### Logic cells by family

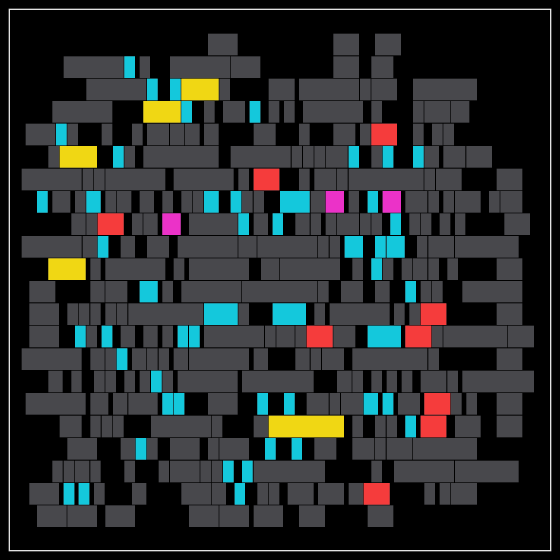
### Where the registers sit

The bar under the picture is 20 um long. Other sequential cells in the stronger grey, the rest of the logic in the fainter grey.
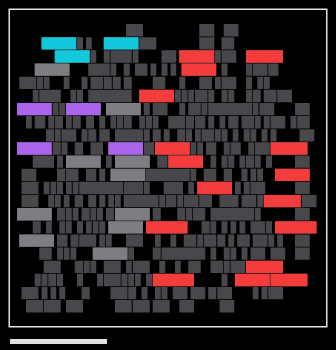
### Track usage over the die

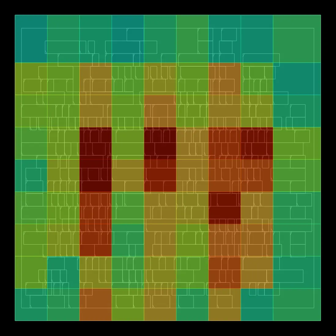
### The metal 3 layer

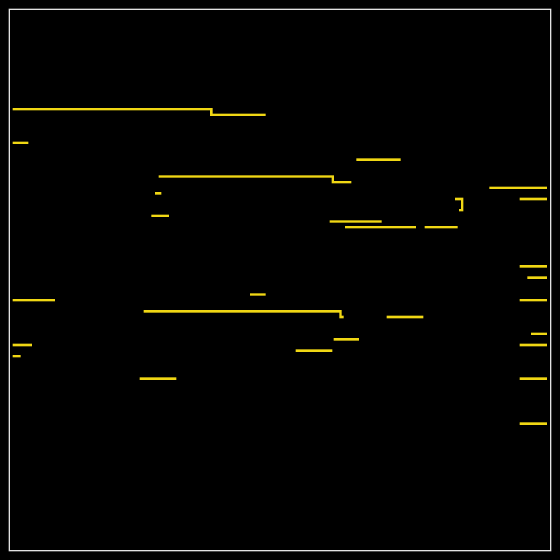
### M2 wires

The bar under the picture is 20 um long.
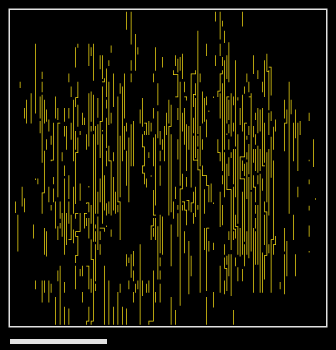
==> src/rtl/control_step_ctrl.sv <==
`timescale 1ns/1ps
// control_step_ctrl
// Run/step sequencer for control_top. Turns a board push button and mode
// switches into the controlSuspend hold signal, so the datapath can be run
// freely, single-stepped or advanced in fixed-length bursts. A breakpoint on
// register writes halts execution, and a saturating counter tracks how many
// cycles control_top was allowed to advance.
//
// Ports:
//   clk            system clock, rising edge
//   rst            synchronous active-high reset
//   mode[1:0]      00 HOLD, 01 RUN, 10 STEP, 11 BURST
//   step_btn       raw asynchronous push button, active high
//   cnt_clr        synchronous clear of cycle_count
//   bkpt_en        breakpoint enable
//   bkpt_addr      breakpoint register address
//   write_addr     register write address observed from control_top
//   write_en       register write enable observed from control_top
//   controlSuspend 1 = control_top holds, 0 = control_top advances this cycle
//   cycle_count    saturating count of advancing cycles
//   halted         breakpoint hit, waiting for a button press
//   busy           sequencer is in RUN, STEP or BURST
module control_step_ctrl #(
  parameter int CNT_WIDTH       = 16,
  parameter int BURST_LEN       = 8,
  parameter int DEBOUNCE_CYCLES = 4,
  parameter int ADDR_WIDTH      = 5
) (
  input  logic                  clk,
  input  logic                  rst,
  input  logic [1:0]            mode,
  input  logic                  step_btn,
  input  logic                  cnt_clr,
  input  logic                  bkpt_en,
  input  logic [ADDR_WIDTH-1:0] bkpt_addr,
  input  logic [ADDR_WIDTH-1:0] write_addr,
  input  logic                  write_en,
  output logic                  controlSuspend,
  output logic [CNT_WIDTH-1:0]  cycle_count,
  output logic                  halted,
  output logic                  busy
);

  localparam int BW = $clog2(BURST_LEN + 1);
  localparam int DW = $clog2(DEBOUNCE_CYCLES + 1);

  typedef enum logic [2:0] {S_IDLE, S_RUN, S_STEP, S_BURST, S_HALT} state_t;
  typedef enum logic [1:0] {M_HOLD, M_RUN, M_STEP, M_BURST} mode_t;

  // ---------------------------------------------------------------------------
  // Button path: 2-FF synchronizer, stable-sample debounce, rising-edge pulse
  // ---------------------------------------------------------------------------
  logic          r_s1, r_s2;
  logic          r_db, r_db_d;
  logic [DW-1:0] r_db_cnt;
  logic          w_press;

  // NOTE: every clocked process uses non-blocking assignments so all
  // registers sample the pre-edge values; blocking here would collapse the
  // synchronizer chain into a single flop.
  always_ff @(posedge clk) begin
    if (rst) begin
      r_s1     <= 1'b0;
      r_s2     <= 1'b0;
      r_db     <= 1'b0;
      r_db_d   <= 1'b0;
      r_db_cnt <= '0;
    end else begin
      r_s1   <= step_btn;
      r_s2   <= r_s1;
      r_db_d <= r_db;
      if (r_s2 == r_db) begin
        r_db_cnt <= '0;
      end else if (r_db_cnt == DW'(DEBOUNCE_CYCLES - 1)) begin
        // This edge is the DEBOUNCE_CYCLES-th consecutive differing sample.
        r_db     <= ~r_db;
        r_db_cnt <= '0;
      end else begin
        r_db_cnt <= r_db_cnt + DW'(1);
      end
    end
  end

  assign w_press = r_db & ~r_db_d;

  // ---------------------------------------------------------------------------
  // Sequencer FSM
  // ---------------------------------------------------------------------------
  state_t        r_state, w_next;
  logic [BW-1:0] r_burst_cnt, w_burst_next;
  mode_t         w_mode;
  logic          w_bkpt_hit;

  assign w_mode     = mode_t'(mode);
  assign w_bkpt_hit = bkpt_en && write_en && (write_addr == bkpt_addr);

  // State register (burst length counter travels with the state)
  always_ff @(posedge clk) begin
    if (rst) begin
      r_state     <= S_IDLE;
      r_burst_cnt <= '0;
    end else begin
      r_state     <= w_next;
      r_burst_cnt <= w_burst_next;
    end
  end

  // Next-state logic
  // NOTE: both outputs get a default before the case so that no path leaves
  // them unassigned, which would otherwise infer latches.
  always_comb begin
    w_next       = r_state;
    w_burst_next = r_burst_cnt;
    unique case (r_state)
      S_IDLE: begin
        // Presses in HOLD or RUN mode fall through and are ignored.
        if (w_mode == M_RUN) begin
          w_next = S_RUN;
        end else if (w_press && w_mode == M_STEP) begin
          w_next = S_STEP;
        end else if (w_press && w_mode == M_BURST) begin
          w_next       = S_BURST;
          w_burst_next = BW'(BURST_LEN);
        end
      end
      S_RUN: begin
        if (w_bkpt_hit)            w_next = S_HALT;
        else if (w_mode != M_RUN)  w_next = S_IDLE;
      end
      S_STEP: begin
        w_next = w_bkpt_hit ? S_HALT : S_IDLE;
      end
      S_BURST: begin
        w_burst_next = r_burst_cnt - BW'(1);
        // Breakpoint outranks both completion and a HOLD abort.
        if (w_bkpt_hit)
          w_next = S_HALT;
        else if (w_mode == M_HOLD || r_burst_cnt == BW'(1))
          w_next = S_IDLE;
      end
      S_HALT: begin
        // The releasing press is consumed here and does not also step.
        if (w_press) w_next = S_IDLE;
      end
      default: w_next = S_IDLE;
    endcase
  end

  // Output decode of the next state; registered below so every output is a
  // glitch-free flop that follows the state register cycle for cycle.
  logic w_suspend_next, w_halted_next;

  always_comb begin
    w_suspend_next = 1'b1;
    w_halted_next  = 1'b0;
    unique case (w_next)
      S_RUN, S_STEP, S_BURST: w_suspend_next = 1'b0;
      S_HALT:                 w_halted_next  = 1'b1;
      default:                ;
    endcase
  end

  always_ff @(posedge clk) begin
    if (rst) begin
      controlSuspend <= 1'b1;
      halted         <= 1'b0;
      busy           <= 1'b0;
    end else begin
      controlSuspend <= w_suspend_next;
      halted         <= w_halted_next;
      busy           <= ~w_suspend_next;
    end
  end

  // ---------------------------------------------------------------------------
  // Advancing-cycle counter: clear wins over increment, saturates at all ones
  // ---------------------------------------------------------------------------
  always_ff @(posedge clk) begin
    if (rst || cnt_clr) begin
      cycle_count <= '0;
    end else if (!controlSuspend && cycle_count != '1) begin
      cycle_count <= cycle_count + CNT_WIDTH'(1);
    end
  end

endmodule

==> config.mk <==
export PLATFORM = sky130hd
export DESIGN_NAME = control_step_ctrl
export DESIGN_NICKNAME = d
export VERILOG_FILES = /design/src/rtl/control_step_ctrl.sv
export SDC_FILE = /design/constraint.sdc
export NUM_CORES = 1
export LEC_CHECK = 0
export ABC_AREA = 1
export CORE_UTILIZATION = 45
export CTS_BUF_LIST = sky130_fd_sc_hd__clkbuf_16
export DETAILED_ROUTE_END_ITERATION = 7
export PLACE_DENSITY = 0.74
export SKIP_LAST_GASP = 1
export SLEW_MARGIN = 20
export SYNTH_ARGS = -nofsm -noshare
export SYNTH_HDL_FRONTEND = slang
export SYNTH_SLANG_ARGS = --single-unit
==> constraint.sdc <==
create_clock -name clk -period 1.45 [get_ports clk]
set_input_delay 0.2175 -clock clk [delete_from_list [all_inputs] [get_ports clk]]
set_output_delay 0.2175 -clock clk [all_outputs]
set_load 0.02 [all_outputs]
==> flow_summary.json <==
{
  "peakVddDrop_mv": 0.532,
  "syn_area_um2": 1810,
  "comb_share_pct": 40.4,
  "edf_count": 0,
  "comb_area_um2": 1020,
  "ff_count": 33,
  "die_h_um": 65.4,
  "crit_slowest_cell": "clkdlybuf4s50_1",
  "seqPwrFrac_pct": 44.1,
  "worst_slew_pin_slew_ns": 0.626,
  "finalSetupViolations": 0,
  "comb_cell_power_uw": 196,
  "ff2ff_setup_slack_ns": 0.07,
  "fin_crit_ns": 1.40,
  "r2r_cells": 8,
  "critPathMaxFanout": 1,
  "internal_power_uw": 1630,
  "well_tap_count": 48,
  "ys_top_logic_family": "simple AND/OR/NAND/NOR gates",
  "layout-drive-gt1-share_pct": 16.9,
  "hold_end": "r_s2$_SDFF_PP0_",
  "status": "finished clean",
  "drt_pass1_iterations": 4,
  "final.setup.worst_slack_ns": 0.0503,
  "highest_layer": "met4",
  "power_leader": "clock",
  "placed_cells": 371,
  "overflow": 0,
  "synth_area_per_cell_um2": 6.67,
  "wl_um": 4290,
  "insertedDiodeCount": 0,
  "drc_errors": 0,
  "crit_path_end_kind": "primary output",
  "via_per_inst": 4.95,
  "nNonClkInverters": 36,
  "drt_iter0_markers": 86,
  "yosysCellCount": 271
}
Notes on 'Logic cells by family' above:
| family | colour | cells |
|---|---|---|
| fa/ha/maj cells | yellow | 5 |
| nor cells | cyan | 50 |
| xor and xnor cells | red | 9 |
| and/or cells | magenta | 3 |

Notes on 'Where the registers sit' above:
| signal | colour | placed flops |
|---|---|---|
| r_db_cnt | cyan | 3 |
| cycle_count | red | 16 |
| r_burst_cnt | purple | 4 |
not coloured: 10

Notes on 'Track usage over the die' above:
drt wl/cell: 11.3 um
met2 Use GR: 41.5%
gr usage total: 21.7%
GR Util met1: 22.8%
fin util: 67.7%

Notes on 'The metal 3 layer' above:
nets with wire on the layer: 25
longest straight run: 23.9 um
share of all routed wire: 3.8%
wire length on this layer: 161 um
main direction: horizontal

Notes on 'M2 wires' above:
wire length on this layer: 2220 um
nets with wire on the layer: 301

